[src/rtl/seg_scan_driver_if.sv]
// seg_scan_driver_if
//   Write/commit channel between CPU-side logic and the display scanner.
//   master: drives wr_valid, wr_idx, wr_data, wr_dp, wr_blank and wr_commit;
//           receives wr_ready and commit_ack.
//   slave : the scanner; drives wr_ready and commit_ack.
//   IW must equal $clog2(NDIG) of the attached scanner.
interface seg_scan_driver_if #(
  parameter int IW = 3
);
  logic          wr_valid;
  logic          wr_ready;
  logic [IW-1:0] wr_idx;
  logic [3:0]    wr_data;
  logic          wr_dp;
  logic          wr_blank;
  logic          wr_commit;
  logic          commit_ack;

  modport master (
    output wr_valid, wr_idx, wr_data, wr_dp, wr_blank, wr_commit,
    input  wr_ready, commit_ack
  );

  modport slave (
    input  wr_valid, wr_idx, wr_data, wr_dp, wr_blank, wr_commit,
    output wr_ready, commit_ack
  );
endinterface

[src/rtl/seg_scan_driver.sv]
// seg_scan_driver
//   Drives an NDIG-digit multiplexed 7-segment panel. Digit values are written
//   into a shadow buffer; a commit copies shadow->active on the last cycle of a
//   frame so the panel never shows a half-updated image. Each digit slot lasts
//   SCAN_DIV cycles, the first BLANK of which keep the panel dark to stop
//   ghosting between digits.
// Ports
//   clk, rst   : clock, synchronous active-high reset
//   wr         : write/commit channel (slave side)
//   frame_done : 1-cycle pulse on the first cycle of every frame
//   seg_n      : active-low segments, bit0=a .. bit6=g, bit7=dp
//   dig_sel_n  : active-low one-hot digit select
module seg_scan_driver #(
  parameter int NDIG     = 8,
  parameter int SCAN_DIV = 1000,
  parameter int BLANK    = 16
) (
  input  logic                clk,
  input  logic                rst,
  seg_scan_driver_if.slave    wr,
  output logic                frame_done,
  output logic [7:0]          seg_n,
  output logic [NDIG-1:0]     dig_sel_n
);

  localparam int IW = (NDIG > 1) ? $clog2(NDIG) : 1;
  localparam int CW = (SCAN_DIV > 1) ? $clog2(SCAN_DIV) : 1;

  typedef struct packed {
    logic [3:0] data;
    logic       dp;
    logic       blank;
  } digit_t;

  localparam digit_t DIGIT_RST = '{data: 4'h0, dp: 1'b0, blank: 1'b1};

  // Slot phase is a pure decode of the slot counter, so it needs no register.
  typedef enum logic {
    SLOT_BLANK = 1'b0,
    SLOT_SHOW  = 1'b1
  } slot_phase_e;

  // Active-low a..g pattern for one hex digit.
  function automatic logic [6:0] hex_to_seg(input logic [3:0] v);
    logic [6:0] s;
    case (v)
      4'h0: s = 7'h40;
      4'h1: s = 7'h79;
      4'h2: s = 7'h24;
      4'h3: s = 7'h30;
      4'h4: s = 7'h19;
      4'h5: s = 7'h12;
      4'h6: s = 7'h02;
      4'h7: s = 7'h78;
      4'h8: s = 7'h00;
      4'h9: s = 7'h10;
      4'hA: s = 7'h08;
      4'hB: s = 7'h03;
      4'hC: s = 7'h46;
      4'hD: s = 7'h21;
      4'hE: s = 7'h06;
      default: s = 7'h0E;
    endcase
    return s;
  endfunction

  logic [IW-1:0]   ptr_q, ptr_d;
  logic [CW-1:0]   cnt_q, cnt_d;
  logic            pending_q, pending_d;
  logic            commit_ack_q, commit_ack_d;
  logic            frame_done_q, frame_done_d;
  logic [7:0]      seg_n_q, seg_n_d;
  logic [NDIG-1:0] dig_sel_n_q, dig_sel_n_d;
  digit_t          shadow_q [NDIG];
  digit_t          shadow_d [NDIG];
  digit_t          active_q [NDIG];
  digit_t          active_d [NDIG];

  logic            ready;
  logic            last_slot_cycle;
  logic            frame_end;
  logic            wr_fire;
  slot_phase_e     phase;
  digit_t          cur;

  // A pending commit blocks the channel until it has been applied.
  assign ready         = ~pending_q;
  assign wr.wr_ready   = ready;
  assign wr.commit_ack = commit_ack_q;
  assign frame_done    = frame_done_q;
  assign seg_n         = seg_n_q;
  assign dig_sel_n     = dig_sel_n_q;

  always_comb begin
    ptr_d        = ptr_q;
    cnt_d        = cnt_q;
    pending_d    = pending_q;
    shadow_d     = shadow_q;
    active_d     = active_q;
    seg_n_d      = 8'hFF;
    dig_sel_n_d  = '1;

    // Scan timing: slot counter, then digit pointer.
    last_slot_cycle = (int'(cnt_q) == SCAN_DIV - 1);
    frame_end       = last_slot_cycle && (int'(ptr_q) == NDIG - 1);
    if (last_slot_cycle) begin
      cnt_d = '0;
      ptr_d = frame_end ? '0 : ptr_q + IW'(1);
    end else begin
      cnt_d = cnt_q + CW'(1);
    end

    // Shadow writes; an out-of-range index is accepted but dropped.
    wr_fire = wr.wr_valid & ready;
    if (wr_fire && (int'(wr.wr_idx) < NDIG)) begin
      shadow_d[wr.wr_idx] = '{data: wr.wr_data, dp: wr.wr_dp, blank: wr.wr_blank};
    end

    // Apply and accept are exclusive: accepting needs ready, i.e. nothing pending.
    // The copy reads shadow_q, so a same-cycle write is already in the shadow
    // by the time any commit it accompanied gets applied.
    if (frame_end && pending_q) begin
      active_d  = shadow_q;
      pending_d = 1'b0;
    end else if (wr.wr_commit && ready) begin
      pending_d = 1'b1;
    end

    commit_ack_d = frame_end & pending_q;
    frame_done_d = frame_end;

    // Output decode for the current slot position.
    phase = (int'(cnt_q) < BLANK) ? SLOT_BLANK : SLOT_SHOW;
    cur   = active_q[ptr_q];
    if ((phase == SLOT_SHOW) && !cur.blank) begin
      seg_n_d     = {~cur.dp, hex_to_seg(cur.data)};
      dig_sel_n_d = ~(NDIG'(1) << ptr_q);
    end
  end

  // ---- register stage: timing, buffers, registered panel outputs ----
  always_ff @(posedge clk) begin
    if (rst) begin
      ptr_q        <= '0;
      cnt_q        <= '0;
      pending_q    <= 1'b0;
      commit_ack_q <= 1'b0;
      frame_done_q <= 1'b0;
      seg_n_q      <= 8'hFF;
      dig_sel_n_q  <= '1;
      for (int i = 0; i < NDIG; i++) begin
        shadow_q[i] <= DIGIT_RST;
        active_q[i] <= DIGIT_RST;
      end
    end else begin
      ptr_q        <= ptr_d;
      cnt_q        <= cnt_d;
      pending_q    <= pending_d;
      commit_ack_q <= commit_ack_d;
      frame_done_q <= frame_done_d;
      seg_n_q      <= seg_n_d;
      dig_sel_n_q  <= dig_sel_n_d;
      for (int i = 0; i < NDIG; i++) begin
        shadow_q[i] <= shadow_d[i];
        active_q[i] <= active_d[i];
      end
    end
  end

endmodule
[src/flat_wrapper.sv]
// flat-port wrapper written by rule: the top's interface ports become plain ports
module seg_scan_driver_flat 
#(
  parameter int NDIG     = 8,
  parameter int SCAN_DIV = 1000,
  parameter int BLANK    = 16
)
  (clk, rst, frame_done, seg_n, dig_sel_n, wr_wr_valid, wr_wr_idx, wr_wr_data, wr_wr_dp, wr_wr_blank, wr_wr_commit, wr_wr_ready, wr_commit_ack);
  seg_scan_driver_if wr_i ();
  input  logic clk;
  input  logic rst;
  output logic frame_done;
  output logic [7:0] seg_n;
  output logic [NDIG-1:0] dig_sel_n;
  input wire logic [$bits(wr_i.wr_valid)-1:0] wr_wr_valid;
  input wire logic [$bits(wr_i.wr_idx)-1:0] wr_wr_idx;
  input wire logic [$bits(wr_i.wr_data)-1:0] wr_wr_data;
  input wire logic [$bits(wr_i.wr_dp)-1:0] wr_wr_dp;
  input wire logic [$bits(wr_i.wr_blank)-1:0] wr_wr_blank;
  input wire logic [$bits(wr_i.wr_commit)-1:0] wr_wr_commit;
  output wire logic [$bits(wr_i.wr_ready)-1:0] wr_wr_ready;
  output wire logic [$bits(wr_i.commit_ack)-1:0] wr_commit_ack;
  assign wr_i.wr_valid = wr_wr_valid;
  assign wr_i.wr_idx = wr_wr_idx;
  assign wr_i.wr_data = wr_wr_data;
  assign wr_i.wr_dp = wr_wr_dp;
  assign wr_i.wr_blank = wr_wr_blank;
  assign wr_i.wr_commit = wr_wr_commit;
  assign wr_wr_ready = wr_i.wr_ready;
  assign wr_commit_ack = wr_i.commit_ack;
  seg_scan_driver #(.NDIG(NDIG), .SCAN_DIV(SCAN_DIV), .BLANK(BLANK)) u_core (.clk(clk), .rst(rst), .wr(wr_i), .frame_done(frame_done), .seg_n(seg_n), .dig_sel_n(dig_sel_n));
endmodule
[config.mk]
export PLATFORM = sky130hd
export DESIGN_NAME = seg_scan_driver_flat
export DESIGN_NICKNAME = d
export VERILOG_FILES = /design/src/rtl/seg_scan_driver_if.sv /design/src/rtl/seg_scan_driver.sv /design/src/flat_wrapper.sv
export SDC_FILE = /design/constraint.sdc
export NUM_CORES = 1
export LEC_CHECK = 0
export CAP_MARGIN = 20
export CORE_MARGIN = 2
export CORE_UTILIZATION = 30
export CTS_CLUSTER_SIZE = 16
export DETAILED_ROUTE_END_ITERATION = 8
export PLACE_DENSITY_LB_ADDON = 0.1
export SETUP_SLACK_MARGIN = 0.02
export SYNTH_ARGS = -nofsm -noshare
export SYNTH_HDL_FRONTEND = slang
export SYNTH_SLANG_ARGS = --single-unit
[constraint.sdc]
create_clock -name clk -period 3.2 [get_ports clk]
set_input_delay 0.64 -clock clk [delete_from_list [all_inputs] [get_ports clk]]
set_output_delay 0.64 -clock clk [all_outputs]
set_load 0.005 [all_outputs]
==> run_1/gate_families.png <==
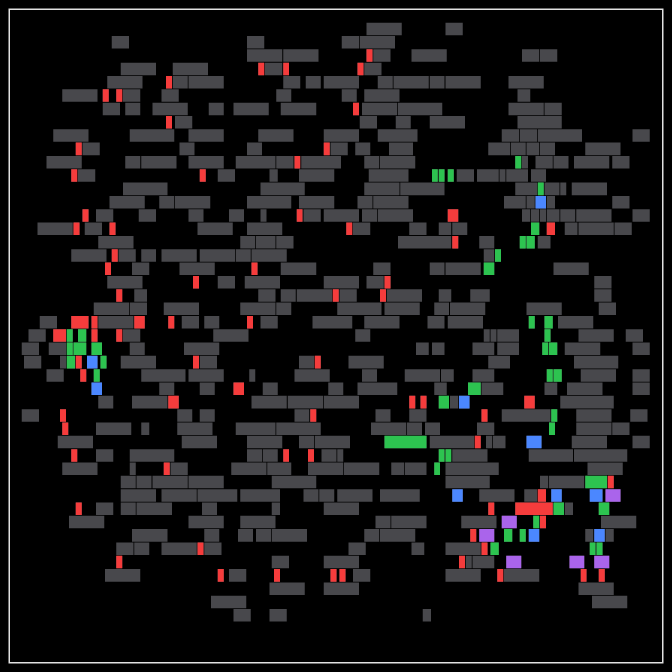
Key: blue = AND and OR gates [cells 10, most used or3_1]; green = NAND gates [cells 42, most used nand2_1]; red = NOR gates [cells 74, most used nor2_1, where widely spread]; purple = XOR/XNOR gates [cells 6, most used xor2_1, where south-east]

==> run_1/final_congestion.png <==
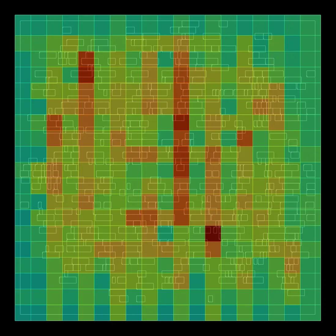
grt met1 use: 20.1%
met3 usage: 3.98%
met2 Usage GRT: 20.5%

==> impl_metrics.csv, run 1 <==
group,metric,value,unit
final_layout,comb_share,36.5,%
final_layout,n_fill_cell,1617,
job,maxCapViolations,0,
final_layout,nonClockInverterCount,11,
pwr,p_seq_share,43.3,%
setup_path,cp-start-kind,"flop",
placement,port_buffers,31,
sta,fmax,398,MHz
floorplan,dieWidth,133,um
setup_path,crit_family,"multiplexers",
routing,met2_length,4920,um
synthesis,yosys.area.top_type,"dfxtp_1",
cts,h-tree-depth,4,
pwr,power.switching,0.763,mW
floorplan,fp-utilization,30.5,%
setup_path,cp_slowest_stage_delay,0.54,ns
run_status,status,"finished clean",
global_routing,grt_pass1_vias,3279,
final_layout,flop-count,128,
final_layout,sh_seq_area,41.7,%
synthesis,top_cell_area_share,51.3,%
final_layout,buf_share,6.63,%
synthesis,synthCells,458,
global_routing,grt_usage,14.1,%
cts,cts_hold_buf,0,
final_layout,clkbuf_count,21,
cts,cts_setup_buffers,0,
cts,clock_latency,0.41,ns
setup_path,cp-startpoint,"u_core.ptr_q[0]$_SDFFE_PP0N_",
==> run_1/cell_classes.png <==
Scale bar: 50 um.
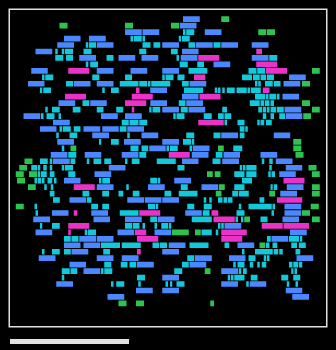
Key: cyan = all other logic [cells 298, share of their area 39%]; magenta = clock drivers and dummy loads [cells 31, share of their area 11%]; blue = flops [cells 128, share of their area 44%]; green = other buffers and delay cells [cells 43, share of their area 6.9%]

==> run 1: cells by family (layout without fill, tap and decap cells) <==
| kind of cell | count (synthesis) | count (layout) |
|---|---|---|
| muxes | 61 | 61 |
| DFF | 128 | 128 |
| buffers and inverters | 43 | 85 |
| AOI/OAI and AO/OA | 82 | 82 |
| xor gates and xnor gates | 6 | 6 |
| adders and majority gates | 12 | 12 |
| and+or+nand+nor | 126 | 126 |
==> run 1: state kept, by name, summed over array words and instances (netlist names) <==
name / count
u_core.active_q: 48
u_core.wr.commit_ack: 1
u_core.pending_q: 1
u_core.cnt_q: 10
u_core.ptr_q: 3
u_core.seg_n: 8
u_core.frame_done: 1
u_core.dig_sel_n: 8
u_core.shadow_q: 48
==> run_1/registers.png <==
Scale bar: 50 um. Other sequential cells in the stronger grey, the rest of the logic in the fainter grey.
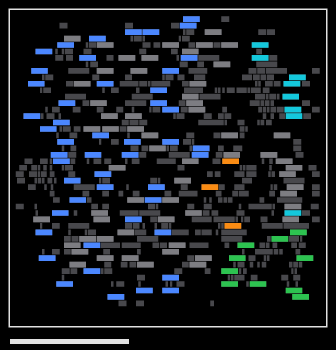

==> run 1 -> run 2 <==
- clock period: 3.2 -> 2.4 ns (I/O delays scaled with it)
==> run_2/registers.png <==
Scale bar: 50 um. Other sequential cells in the stronger grey, the rest of the logic in the fainter grey.
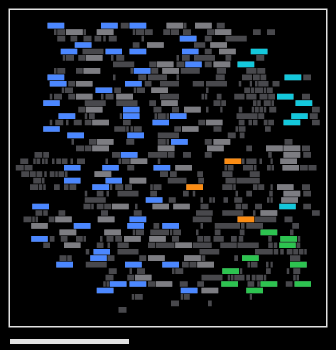
Key: orange = u_core.ptr_q [placed flops 3]; blue = u_core.shadow_q [placed flops 48]; cyan = u_core.seg_n [placed flops 8]; green = u_core.cnt_q [placed flops 10, where south-east]

==> impl_metrics.csv, run 2 <==
group,metric,value,unit
final_layout,nonClockInverterCount,11,
placement,port_buffers,31,
floorplan,fp-utilization,30.5,%
cts,clock_latency,0.41,ns
final_layout,comb_share,36.3,%
synthesis,synthCells,458,
global_routing,use_met2,19.7,%
routing,met2_length,4860,um
setup_path,cp-start-kind,"flop",
setup_path,crit_family,"multiplexers",
final_layout,sh_seq_area,41.4,%
floorplan,dieWidth,133,um
global_routing,grt_usage,13.8,%
cts,h-tree-depth,4,
sta,fmax,454,MHz
final_layout,clkbuf_count,25,
run_status,status,"finished clean",
final_layout,n_fill_cell,1597,
global_routing,grt_pass1_vias,3400,
setup_path,cp_slowest_stage_delay,0.54,ns
final_layout,reg_top3,"u_core.active_q (48), u_core.shadow_q (48), u_core.cnt_q (10)",
global_routing,met3_usage,4.18,%
==> run_2/gate_families.png <==
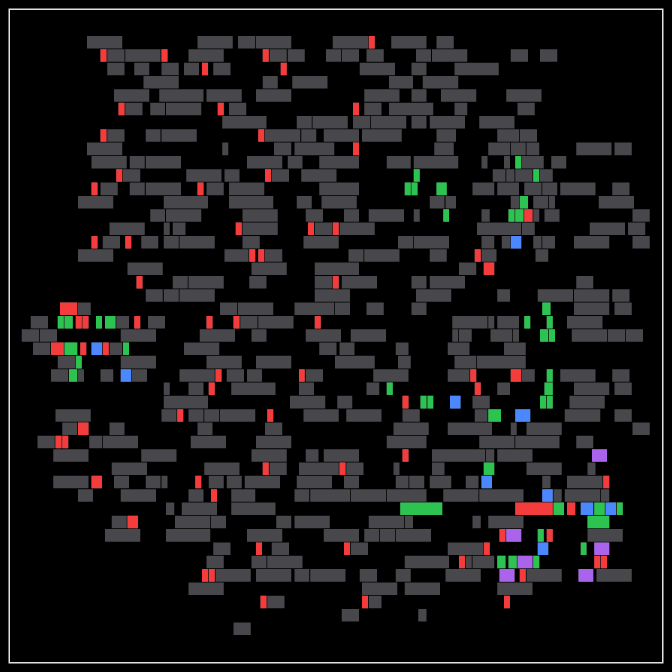
Key: purple = XOR/XNOR gates [cells 6, most used xor2_1, where south-east]; green = NAND gates [cells 42, most used nand2_1]; red = NOR gates [cells 74, most used nor2_1, where widely spread]; blue = AND and OR gates [cells 10, most used or3_1]

-- run 2: cell counts after synthesis --
No cell type changed its count.
-- run 2: worst max path at each step --
stage	endpoint	slack [ns]	cells after the start
finish	u_core.seg_n[3]$_SDFF_PP1_	0.20	8
CTS	u_core.seg_n[3]$_SDFF_PP1_	0.17	8
global route	u_core.seg_n[1]$_SDFF_PP1_	0.02	8
detailed placement	u_core.seg_n[3]$_SDFF_PP1_	0.17	8
global placement	u_core.shadow_q[42]$_SDFFE_PP1P_	0.22	4
floorplan	u_core.seg_n[3]$_SDFF_PP1_	0.06	9
-- run 2: report_power, final --
part / switching, mW / leakage [nW] / total [mW] / internal (mW)
Sequential: 0.0125 / 1.03 / 2.16 / 2.15
Combinational: 0.0868 / 1.21 / 0.144 / 0.0574
Clock: 0.886 / 0.267 / 2.38 / 1.49
==> run_2/cell_classes.png <==
Scale bar: 50 um.
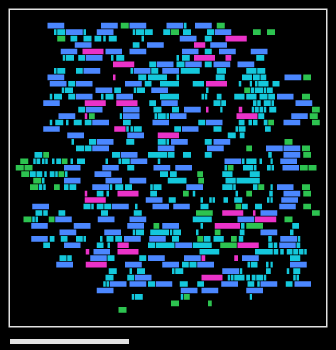

==> run 2 -> run 3 <==
- CORE_MARGIN: 2 -> unset
==> run_3/cell_classes.png <==
Scale bar: 50 um.
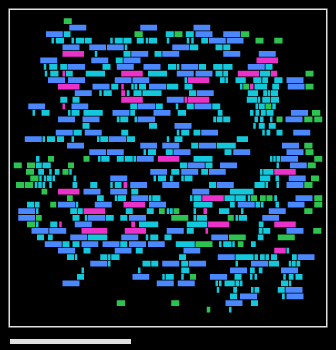
Key: cyan = all other logic [cells 298, share of their area 39%]; green = other buffers and delay cells [cells 54, share of their area 8.9%]; magenta = clock drivers and dummy loads [cells 31, share of their area 8.9%]; blue = flops [cells 128, share of their area 43%]

==> impl_metrics.csv, run 3 <==
group,metric,value,unit
setup_path,cp-start-kind,"flop",
final_layout,reg_top3,"u_core.active_q (48), u_core.shadow_q (48), u_core.cnt_q (10)",
pwr,power_frac_comb,3.1,%
pwr,intPower,3.64,mW
setup_path,crit_path_end,"u_core.seg_n[3]$_SDFF_PP1_",
setup_path,cp_slowest_stage_delay,0.50,ns
pwr,ir_drop,0.000502,V
global_routing,grt_usage,15.0,%
synthesis,synthCells,458,
placement,port_buffers,31,
min_path,hold_depth,2,
global_routing,use_met2,22.4,%
sta,final.period_utilization,92.7,%
cts,clock_latency,0.41,ns
sta,fmax,450,MHz
pwr,switching_share,21.4,%
floorplan,dieWidth,131,um
pwr,power.switching,0.993,mW
pwr,p_seq_share,46.6,%
pwr,clock_power_share,50.2,%
synthesis,synth_top_cell_by_count,"dfxtp_1",
setup_path,crit_cells,6,
routing,met2_length,5050,um
routing,drtAntennaViolNets,0,
global_routing,met3_usage,4.30,%
synthesis,synthesis.nets,483,
setup_path,crit_family,"AND-OR/OR-AND gates",
floorplan,fp-utilization,31.1,%
run_status,status,"finished clean",
==> run_3/gate_families.png <==
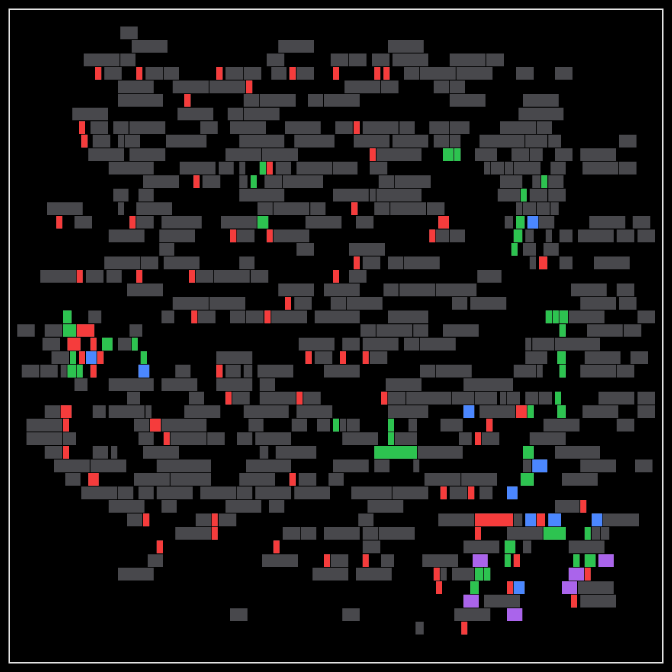
Key: purple = XOR/XNOR gates [cells 6, most used xor2_1, where south-east]; green = NAND gates [cells 42, most used nand2_1]; blue = AND and OR gates [cells 10, most used or3_1]; red = NOR gates [cells 74, most used nor2_1, where widely spread]

[run 3: power by group through the flow]
stage	sequential (mW)	clock (mW)	combinational (mW)
2_1_floorplan	2.20	0	0.0869
3_3_place_gp	2.20	0	0.145
3_5_place_dp	2.21	0	0.147
4_1_cts	2.16	2.39	0.147
5_1_grt	2.16	2.48	0.159
6_report	2.16	2.33	0.145
[run 3: area by class of cell]
type	instances	area, sq um
fillers	1537	9870
flip-flops and latches	128	2560
multi-input cells	287	2260
repair buffers	54	528
clock buffers	24	462
well taps	216	270
clock inverters	7	62.6
inverters	11	41.3
[run 3: worst register-to-register path, stage by stage, from the launching register on]
cell and delay, ns:
dfxtp_1 0.39, buf_12 0.21, mux4_2 0.51, and2_1 0.21, a2111oi_4 0.33, buf_4 0.24
a21bo_2 0.24
Power is estimated from default activity; no workload was simulated.
